### src/rtl/reg_timer_slave.sv
// rtl/reg_timer_slave.sv - register-mapped multi-channel low/high timer; optional irq output under REG_TIMER_IRQ_EN
module reg_timer_slave #(
    parameter int NCH = 2,
    parameter int DW  = 32,
    parameter int AW  = 8
) (
    input  logic           clk,
    input  logic           rstn,
    input  logic [1:0]     cmd,
    input  logic [AW-1:0]  cmd_addr,
    input  logic [DW-1:0]  cmd_data_m2s,
    output logic [DW-1:0]  cmd_data_s2m,
    output logic [NCH-1:0] loc_out
`ifdef REG_TIMER_IRQ_EN
    ,
    output logic           irq
`endif
);
    localparam int          CW   = AW - 2;
    localparam logic [AW:0] NREG = (AW+1)'(NCH * 4);

    typedef enum logic [1:0] {S_OFF, S_LOW, S_HIGH} state_t;

    logic           is_wr, is_rd, addr_ok;
    logic [CW-1:0]  ch_sel;
    logic [NCH-1:0] en_a, out_a, irq_a;
    logic [DW-1:0]  low_a  [NCH];
    logic [DW-1:0]  high_a [NCH];
    logic [DW-1:0]  rd_val, rdata_q;

    assign is_wr   = (cmd == 2'b01);
    assign is_rd   = (cmd == 2'b10);
    assign addr_ok = ({1'b0, cmd_addr} < NREG);
    assign ch_sel  = cmd_addr[AW-1:2];

    for (genvar c = 0; c < NCH; c++) begin : g_ch
        logic          wr_hit, go_low, go_high;
        logic          en_q, en_d, out_q, out_d;
        logic [DW-1:0] low_q, low_d, high_q, high_d, cnt_q, cnt_d;
        logic [DW-1:0] first_t, second_t;
        state_t        state_q, state_d;

        assign wr_hit = is_wr && addr_ok && (ch_sel == CW'(c));

        always_comb begin
            en_d   = en_q;
            low_d  = low_q;
            high_d = high_q;
            if (wr_hit) begin
                case (cmd_addr[1:0])
                    2'd0:    en_d   = cmd_data_m2s[0];
                    2'd1:    low_d  = cmd_data_m2s;
                    2'd2:    high_d = cmd_data_m2s;
                    default: ;
                endcase
            end

            go_low  = 1'b0;
            go_high = 1'b0;
            state_d = state_q;
            cnt_d   = cnt_q;
            case (state_q)
                S_OFF:   go_low = 1'b1;
                // cnt 0 in LOW only happens with both timers 0: keep re-evaluating entry
                S_LOW:   if (cnt_q == DW'(1)) go_high = 1'b1;
                         else if (cnt_q == '0) go_low = 1'b1;
                         else cnt_d = cnt_q - DW'(1);
                S_HIGH:  if (cnt_q <= DW'(1)) go_low = 1'b1;
                         else cnt_d = cnt_q - DW'(1);
                default: go_low = 1'b1;
            endcase

            // The counter is the shadow: timers are sampled only at phase entry
            first_t  = go_high ? high_q : low_q;
            second_t = go_high ? low_q  : high_q;
            if (go_low || go_high) begin
                if (first_t != '0) begin
                    state_d = go_high ? S_HIGH : S_LOW;
                    cnt_d   = first_t;
                end else if (second_t != '0) begin
                    state_d = go_high ? S_LOW : S_HIGH;
                    cnt_d   = second_t;
                end else begin
                    state_d = S_LOW;
                    cnt_d   = '0;
                end
            end

            if (!en_d) begin
                state_d = S_OFF;
                cnt_d   = '0;
            end
            out_d = (state_d == S_HIGH);
        end

        always_ff @(posedge clk or negedge rstn) begin
            if (!rstn) begin
                en_q    <= 1'b0;
                low_q   <= '0;
                high_q  <= '0;
                cnt_q   <= '0;
                state_q <= S_OFF;
                out_q   <= 1'b0;
            end else begin
                en_q    <= en_d;
                low_q   <= low_d;
                high_q  <= high_d;
                cnt_q   <= cnt_d;
                state_q <= state_d;
                out_q   <= out_d;
            end
        end

`ifdef REG_TIMER_IRQ_EN
        logic irq_q, irq_d;

        always_comb begin
            irq_d = irq_q;
            if (wr_hit && (cmd_addr[1:0] == 2'd3) && cmd_data_m2s[1]) irq_d = 1'b0;
            if (out_d && !out_q) irq_d = 1'b1;
        end

        always_ff @(posedge clk or negedge rstn) begin
            if (!rstn) irq_q <= 1'b0;
            else       irq_q <= irq_d;
        end

        assign irq_a[c] = irq_q;
`else
        assign irq_a[c] = 1'b0;
`endif

        assign en_a[c]   = en_q;
        assign out_a[c]  = out_q;
        assign low_a[c]  = low_q;
        assign high_a[c] = high_q;
    end

    always_comb begin
        rd_val = '0;
        for (int c = 0; c < NCH; c++) begin
            if (addr_ok && (ch_sel == CW'(c))) begin
                case (cmd_addr[1:0])
                    2'd0:    rd_val = {{(DW-1){1'b0}}, en_a[c]};
                    2'd1:    rd_val = low_a[c];
                    2'd2:    rd_val = high_a[c];
                    default: rd_val = {{(DW-2){1'b0}}, irq_a[c], out_a[c]};
                endcase
            end
        end
    end

    always_ff @(posedge clk or negedge rstn) begin
        if (!rstn)      rdata_q <= '0;
        else if (is_rd) rdata_q <= rd_val;
    end

    assign cmd_data_s2m = rdata_q;
    assign loc_out      = out_a;
`ifdef REG_TIMER_IRQ_EN
    assign irq = |irq_a;
`endif

endmodule

### config.mk
export PLATFORM = sky130hd
export DESIGN_NAME = reg_timer_slave
export DESIGN_NICKNAME = d
export VERILOG_FILES = /design/src/rtl/reg_timer_slave.sv
export SDC_FILE = /design/constraint.sdc
export NUM_CORES = 1
export LEC_CHECK = 0
export CAP_MARGIN = 20
export CORE_ASPECT_RATIO = 0.9
export CORE_UTILIZATION = 60
export DETAILED_ROUTE_END_ITERATION = 10
export GPL_TIMING_DRIVEN = 0
export PLACE_DENSITY = 0.81
export RECOVER_POWER = 50
export SLEW_MARGIN = 20
export SYNTH_ARGS = -nofsm -noshare
export SYNTH_HDL_FRONTEND = slang
export SYNTH_SLANG_ARGS = --single-unit
### constraint.sdc
create_clock -name clk -period 3.3 [get_ports clk]
set_clock_uncertainty 0.1 [all_clocks]
set_input_delay 0.66 -clock clk [delete_from_list [all_inputs] [get_ports clk]]
set_output_delay 0.66 -clock clk [all_outputs]
set_load 0.02 [all_outputs]
==> images/util_map.png <==
15 x 14 tiles, from black (low) to pale yellow (high), 0 to 100% covered.
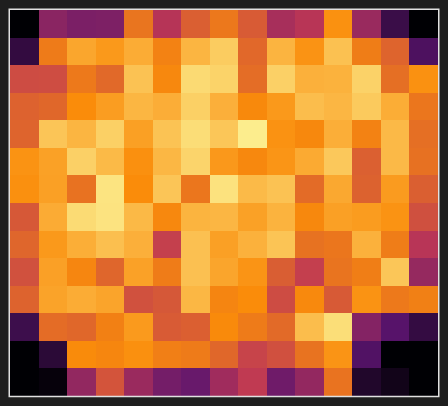
The emptiest ninth of the die: bottom right. The mean over all tiles is 67%. 3.8% of the tiles are nearly empty. 45% of the tiles are over 75% full. The fullest tile reaches 96%.
fp util: 0.614
core region area: 20000 um^2
Final Util: 0.719

==> results.yml <==
# physical design summary
logic_synthesis:
  yosys_area_um2: 12300
  yosysWarnings: 0
  synth_flops: 232
  synth.avg_cell_area_um2: 10.6
  aoi_share: 0.206
  postSynthSeqShare: 0.472
  ys_sh_simple: 0.131
  yosysUniqueCellTypes: 73
  logic_family: "AND-OR/OR-AND gates"
grt:
  grt_pass1_wl_um: 60100
  gr-total-overflow: 0
  grt_pass1_vias: 10600
  antenna_found_initial: 0
layout:
  layout_top_cell: "dfrtp_1"
  nNonClkBuffers: 169
  fin_nets: 1328
  flops: 232
  nFillCells: 1470
  seq_area_um2: 5810
  diodes: 0
  n_all_inverters: 17
  combGateArea_um2: 6170
  largest_cell_class: "logic gates"
  final_area_um2: 14400
  seq_share: 0.403
setup_path:
  end_kind: "flip-flop"
  r2r-start: "g_ch[1].cnt_q[29]$_DFFE_PN0P_"
  crit_slowest_cell: "or4_4"
  endpoint: "g_ch[1].cnt_q[1]$_DFFE_PN0P_"
  startpoint: "g_ch[1].cnt_q[29]$_DFFE_PN0P_"
final_timing:
  drv_slew: 75
  setup_tns_ns: 0
  rsz0062_at_grt: "true"
  fin_crit_sh: 0.992
  worstMarginPinSlew_ns: 1.97
  hold_slack_ns: 0.400
run:
  max-cap-violations: 1
  warnings: 31
drt:
  via_count: 11300
  ant_nets: 0
  routed_wl_um: 39400
  first_pass_iters: 6
floorplan:
  io_pins: 78
  die_area_um2: 21100
  tapCellCount: 255
  die_h_um: 138
  placementRows: 49
power:
  seq_power_share: 0.442
  p_comb_frac: 0.131
  power_leader: "sequential cells"
  vdd.ir_drop.worst_v: 0.000439
  power.internal_w: 0.00491
  sw_frac_of_total: 0.269
  pg_clk_w: 0.00287
placed_design:
  place_ws_ns: -0.782
  dp_cells: 1498
status:
  violations: "max-capacitance violations, max-slew violations"
  status: "finished with violations"
min_path:
  min-delay-path-class: "flip-flop to flip-flop"
cts:
  clk_pin_slew_ns: 0.06
  clockRootBuffer: "clkbuf_16"
==> images/congestion_map.png <==
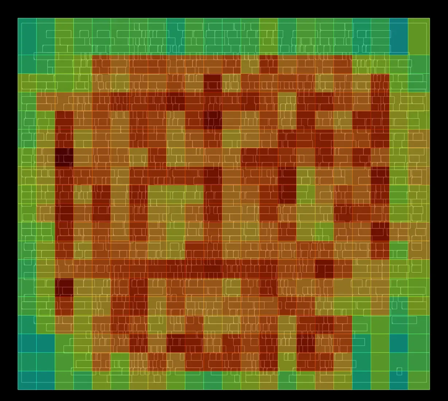
Top Usage Layer GRT: met2
post-DR wirelength/cell: 25.4 um
overall routing resource usage: 0.376
grt met3 use: 0.0931

-- flip-flops by register name, summed over array words and instances (netlist names) --
| name | cells |
|---|---|
| cmd_data_s2m | 32 |
| g_ch.cnt_q | 64 |
| g_ch.en_q | 2 |
| g_ch.high_q | 64 |
| g_ch.low_q | 64 |
| g_ch.out_q | 2 |
| g_ch.state_q | 4 |
-- per-layer routing --
metal	vias up	part of all wire	track usage
met4	0	0.043	0.152
met3	146	0.12	0.0931
li1	4726	-	-
met5	-	0	0
met2	822	0.43	0.565
met1	5556	0.40	0.524
-- Yosys cell counts, types with 5 or more instances --
master       n  area share
a31oi_1     10      0.0051
dfrtp_1    232        0.47
clkbuf_1    60       0.018
nand3_1     10      0.0041
nand2b_1     5      0.0025
o211ai_1     5      0.0031
a21oi_1     86       0.035
buf_2       11      0.0045
o21bai_1     5      0.0031
o31ai_1      8      0.0049
ha_1         8      0.0081
or4_1       11      0.0067
mux2_2     127        0.12
o32ai_1     13      0.0093
a21o_1      12      0.0073
nor4_1      49       0.025
nor3_1      25       0.010
a22oi_1     34       0.021
o221ai_1    14       0.010
o21ai_0     41       0.017
and2_1       7      0.0036
inv_1       17      0.0052
buf_1       11      0.0034
xnor2_1     25       0.018
a22o_1      34       0.024
nor2_1      80       0.024
xor2_1      10      0.0071
or3_1       11      0.0056
nand4_1     15      0.0076
a221oi_1    47       0.033
a2bb2oi_1   11      0.0078
nand2_1     50       0.015
or2_2        5      0.0025
-- critical path: cells and delay by family, from the launching register on --
family | cells | cell delay, ns
DFF | 1 | 0.36
buffers and inverters | 4 | 0.95
AOI/OAI and AO/OA | 4 | 0.79
and+or+nand+nor | 2 | 0.98
No activity file was given, so power comes from the tool's default toggle rates.
